==> images/final_congestion.png <==
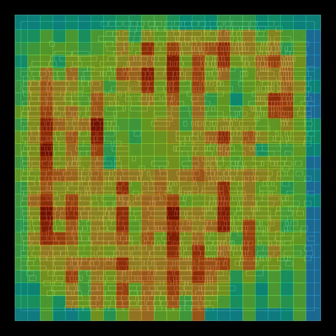
==> images/met3.png <==
Cells faint in the background.
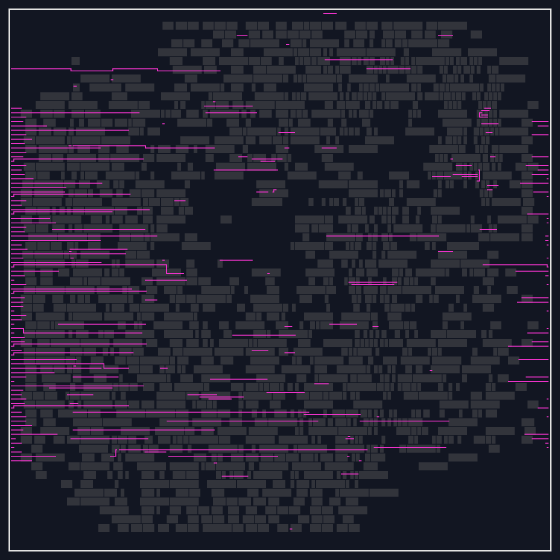
==> images/gate_families.png <==
The bar under the picture is 50 um long.
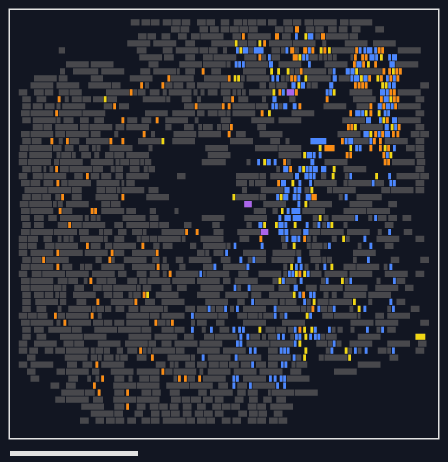
[src/rtl/dnn_argmax_scorer.sv]
// Classification back end: on a rising edge of the engine's done, snapshot the scores
// and label, scan them one class per cycle for a strictly positive argmax, and track accuracy.
module dnn_argmax_scorer #(
   parameter int N_CLASSES  = 10,
   parameter int DATA_WIDTH = 16,
   parameter int IDX_WIDTH  = 4,
   parameter int CNT_WIDTH  = 16
) (
   input  logic                                 i_clk,
   input  logic                                 i_rst,
   input  logic                                 i_clear,
   input  logic                                 i_done,
   input  logic [N_CLASSES-1:0][DATA_WIDTH-1:0] i_scores,
   input  logic [IDX_WIDTH-1:0]                 i_exp_y,
   output logic                                 o_busy,
   output logic                                 o_valid,
   output logic [IDX_WIDTH-1:0]                 o_class_idx,
   output logic signed [DATA_WIDTH-1:0]         o_confidence,
   output logic                                 o_hit,
   output logic [CNT_WIDTH-1:0]                 o_hit_cnt,
   output logic [CNT_WIDTH-1:0]                 o_total_cnt
);

   // o_busy is the FSM state itself (high exactly in SCAN).
   typedef enum logic {
      S_IDLE = 1'b0,
      S_SCAN = 1'b1
   } state_t;

   state_t                                r_state;
   state_t                                w_state_next;
   logic                                  r_done_q;
   logic [N_CLASSES-1:0][DATA_WIDTH-1:0]  r_buf;
   logic [IDX_WIDTH-1:0]                  r_exp_y;
   logic [IDX_WIDTH-1:0]                  r_ptr;
   logic [IDX_WIDTH-1:0]                  r_best_idx;
   logic signed [DATA_WIDTH-1:0]          r_best;
   logic                                  r_valid;
   logic [IDX_WIDTH-1:0]                  r_class_idx;
   logic signed [DATA_WIDTH-1:0]          r_confidence;
   logic                                  r_hit;
   logic [CNT_WIDTH-1:0]                  r_hit_cnt;
   logic [CNT_WIDTH-1:0]                  r_total_cnt;

   logic                                  w_start;
   logic                                  w_last;
   logic                                  w_take;
   logic signed [DATA_WIDTH-1:0]          w_cand;
   logic signed [DATA_WIDTH-1:0]          w_best_nxt;
   logic [IDX_WIDTH-1:0]                  w_idx_nxt;
   logic                                  w_hit;

   assign w_start    = i_done & ~r_done_q;
   assign w_last     = (r_ptr == IDX_WIDTH'(N_CLASSES - 1));
   assign w_cand     = r_buf[r_ptr];
   // Strict compare against a max seeded with 0: ties keep the lower class, non-positive never wins.
   assign w_take     = (w_cand > r_best);
   assign w_best_nxt = w_take ? w_cand : r_best;
   assign w_idx_nxt  = w_take ? (r_ptr + IDX_WIDTH'(1)) : r_best_idx;
   assign w_hit      = (w_idx_nxt == r_exp_y);

   always_ff @(posedge i_clk or posedge i_rst) begin
      if (i_rst) begin
         r_state <= S_IDLE;
      end else begin
         r_state <= w_state_next;
      end
   end

   always_comb begin
      w_state_next = r_state;
      case (r_state)
         S_IDLE: if (w_start && !i_clear) w_state_next = S_SCAN;
         S_SCAN: if (i_clear || w_last)   w_state_next = S_IDLE;
      endcase
   end

   // Output protocol: o_valid is a one-cycle pulse with no back-pressure; result
   // fields change only on that edge and hold until the next pulse.
   always_ff @(posedge i_clk or posedge i_rst) begin
      if (i_rst) begin
         r_done_q     <= 1'b0;
         r_buf        <= '0;
         r_exp_y      <= '0;
         r_ptr        <= '0;
         r_best_idx   <= '0;
         r_best       <= '0;
         r_valid      <= 1'b0;
         r_class_idx  <= '0;
         r_confidence <= '0;
         r_hit        <= 1'b0;
         r_hit_cnt    <= '0;
         r_total_cnt  <= '0;
      end else begin
         r_done_q <= i_done;
         r_valid  <= 1'b0;
         if (i_clear) begin
            r_hit_cnt   <= '0;
            r_total_cnt <= '0;
         end else begin
            case (r_state)
               S_IDLE: begin
                  if (w_start) begin
                     r_buf      <= i_scores;
                     r_exp_y    <= i_exp_y;
                     r_best     <= '0;
                     r_best_idx <= '0;
                     r_ptr      <= '0;
                  end
               end
               S_SCAN: begin
                  r_best     <= w_best_nxt;
                  r_best_idx <= w_idx_nxt;
                  r_ptr      <= r_ptr + IDX_WIDTH'(1);
                  if (w_last) begin
                     r_valid      <= 1'b1;
                     r_class_idx  <= w_idx_nxt;
                     r_confidence <= w_best_nxt;
                     r_hit        <= w_hit;
                     if (r_total_cnt != {CNT_WIDTH{1'b1}}) begin
                        r_total_cnt <= r_total_cnt + CNT_WIDTH'(1);
                     end
                     if (w_hit && (r_hit_cnt != {CNT_WIDTH{1'b1}})) begin
                        r_hit_cnt <= r_hit_cnt + CNT_WIDTH'(1);
                     end
                  end
               end
            endcase
         end
      end
   end

   assign o_busy       = (r_state == S_SCAN);
   assign o_valid      = r_valid;
   assign o_class_idx  = r_class_idx;
   assign o_confidence = r_confidence;
   assign o_hit        = r_hit;
   assign o_hit_cnt    = r_hit_cnt;
   assign o_total_cnt  = r_total_cnt;

endmodule

[config.mk]
export PLATFORM = sky130hd
export DESIGN_NAME = dnn_argmax_scorer
export DESIGN_NICKNAME = d
export VERILOG_FILES = /design/src/rtl/dnn_argmax_scorer.sv
export SDC_FILE = /design/constraint.sdc
export NUM_CORES = 1
export LEC_CHECK = 0
export ABC_AREA = 1
export CAP_MARGIN = 20
export CORE_MARGIN = 3
export CORE_UTILIZATION = 45
export DETAILED_ROUTE_END_ITERATION = 6
export PLACE_DENSITY = 0.79
export SLEW_MARGIN = 15
export SYNTH_ARGS = -nofsm -noshare
export SYNTH_HDL_FRONTEND = slang
export SYNTH_SLANG_ARGS = --single-unit
export TNS_END_PERCENT = 50
[constraint.sdc]
create_clock -name i_clk -period 21.4 [get_ports i_clk]
set_input_delay 4.28 -clock i_clk [delete_from_list [all_inputs] [get_ports i_clk]]
set_output_delay 4.28 -clock i_clk [all_outputs]
set_load 0.01 [all_outputs]
==> reports/metrics.yaml <==
ys_sh_aoi: 0.114
first_pass_iters: 5
hold_slack_ns: 0.478
outcome: "finished clean"
path_buffers: 3
hold_depth: 2
cts.sinks: 244
combPwrFrac: 0.361
grt_first_pass_wirelength_um: 50100
worstHoldPathType: "flop to flop"
grt_overflow: 0
synth_top_flop_cell: "dfrtp_1"
dr_total_vias: 9219
ant_nets: 0
worstPathCellList: "clkdlybuf4s50_1, nor2_1, nand2_4, buf_4, buf_4, mux2_2"
grt_max_degree: 100
leakagePower_nw: 6.52
drtIter0Drc: 498
tns_ns: 0
cts_buffers: 26
cp-end-kind: "flop"
fin_ws_ns: 14.17
netlist-cell-type-count: 37
ys_async_sr_fraction: 1.00
post_cts_resize_count: 0
slew_headroom: 0.404
die-width_um: 167
ys_area_mm2: 0.0116
cts_tree: "yes"
crit_family: "buffers and inverters"
area_growth_pct: 28.7
rr_worst_depth: 26
required_ns: 21.79
period_used_share: 0.338
path_common_cell: "buf_4"
die_h_um: 167
arrival_ns: 7.62
p_int_mw: 1.05
synth_seq_share: 0.525
ir_worst_vdd_mv: 0.0624
drcViolationCount: 0
finalWirelength_um: 31400
hold_viol_final: 0
synth_warnings: 0
antenna_found_initial: 2
synth_flops: 244
rsz0062_at_grt: "no"
cp-startpoint: "i_clear"
cts-root-buf: "clkbuf_16"
syn-cell-area_mm2: 0.0116
startpoint_type: "input port"
p_switching_mw: 0.577
About final_congestion.png:
WL/cell: 18.4 um
Post-Route Utilization: 0.592
grt peak-use layer: met2

About met3.png:
nets with wire on the layer: 174
longest straight run: 76.4 um
share of all routed wire: 7.4%
main direction: horizontal
wire length on this layer: 2310 um

About gate_families.png:
legend:
  blue:
    family: NAND gates
    cells: 225
    most_used: nand2_1
  yellow:
    family: inverters
    cells: 79
    most_used: inv_1
  purple:
    family: XOR/XNOR gates
    cells: 3
    most_used: xnor2_1
  orange:
    family: NOR gates
    cells: 144
    most_used: nor2_1
    where: widely spread
Commonest Layout Cell: dfrtp_1
Non-Filler Instances: 1709
combinational fraction of the cell area: 0.331

==> cell usage in the layout (no fill, tap or decap), types with 4 or more instances in the layout <==
cell               n
ha_1              20
nand3_1           25
o22ai_1           30
o221ai_1          24
clkbuf_1           8
a21oi_1           34
nand4_1           23
inv_1             74
dfrtp_1          243
o21ai_0          108
nand2_1          167
clkbuf_8           8
nor3_1             5
nor2_1           136
a31o_2             9
clkbuf_16         27
o211ai_1           8
buf_4              9
clkdlybuf4s50_1  222
o21ai_1            4
nand2_2            5
mux2_2           160
==> synthesized netlist by cell type (all sizes together) (2+ instances only) <==
master / count / area, um^2
o21a: 2 / 15.0
a21oi: 34 / 170
o31ai: 2 / 15.0
o21ai: 112 / 561
nand2: 173 / 662
mux2: 160 / 1800
dfrtp: 244 / 6110
buf: 16 / 86.3
nand3: 28 / 163
inv: 78 / 293
nand4: 23 / 144
clkbuf: 48 / 180
a31o: 9 / 78.8
nor3: 5 / 25.0
ha: 20 / 250
o22ai: 30 / 188
nor2: 138 / 528
o221ai: 24 / 210
o211ai: 8 / 60.1
xnor2: 2 / 17.5
==> flip-flops by register name, summed over array words and instances (netlist names), 4 cells and up <==
| register | cells |
|---|---|
| r_exp_y | 4 |
| r_best_idx | 4 |
| o_total_cnt | 16 |
| r_ptr | 4 |
| o_class_idx | 4 |
| o_hit_cnt | 16 |
| o_confidence | 16 |
| r_buf | 160 |
| r_best | 16 |
==> through the flow <==
stage          power [mW]  utilization  instances  instance area [um^2]
2_1_floorplan        1.01            -       1164                 11600
3_3_place_gp         1.17        0.557       1661                 14100
3_5_place_dp         1.19        0.557       1661                 14100
4_1_cts              1.63        0.590       1706                 14900
5_1_grt              1.74        0.592       1708                 15000
6_report             1.62        0.592       1709                 15000
==> per-layer routing <==
| layer | track usage | vias to the layer above | routed length, um |
|---|---|---|---|
| li1 | - | 4399 | - |
| met2 | 0.366 | 268 | 15000 |
| met5 | 0 | - | 32 |
| met1 | 0.290 | 4498 | 13300 |
| met3 | 0.0582 | 50 | 2310 |
| met4 | 0.0628 | 4 | 809 |
==> power by group through the flow <==
stage / sequential (mW) / combinational (mW) / clock [mW]
3_5_place_dp: 0.608 / 0.583 / 0
5_1_grt: 0.610 / 0.665 / 0.463
4_1_cts: 0.600 / 0.586 / 0.445
3_3_place_gp: 0.603 / 0.563 / 0
6_report: 0.601 / 0.586 / 0.435
2_1_floorplan: 0.596 / 0.413 / 0
==> cell type report <==
| class | instances | area [um^2] |
|---|---|---|
| well taps | 330 | 413 |
| flip-flops and latches | 244 | 6110 |
| diodes | 1 | 2.50 |
| fillers | 2132 | 10300 |
| clock inverters | 2 | 12.5 |
| inverters | 79 | 304 |
| repair buffers | 233 | 2340 |
| multi-input cells | 777 | 4960 |
| clock buffers | 43 | 816 |
==> worst max path at each step <==
stage	to	slack (ns)	cells past startpoint
6_report	r_buf[88]	14.17	6
5_1_grt	r_buf[117]	14.01	6
4_1_cts	r_buf[142]	14.20	6
3_5_place_dp	r_buf[150]	13.67	6
3_3_place_gp	r_buf[150]	13.72	6
2_1_floorplan	o_busy	10.42	1
Power and IR drop assume default switching activity.
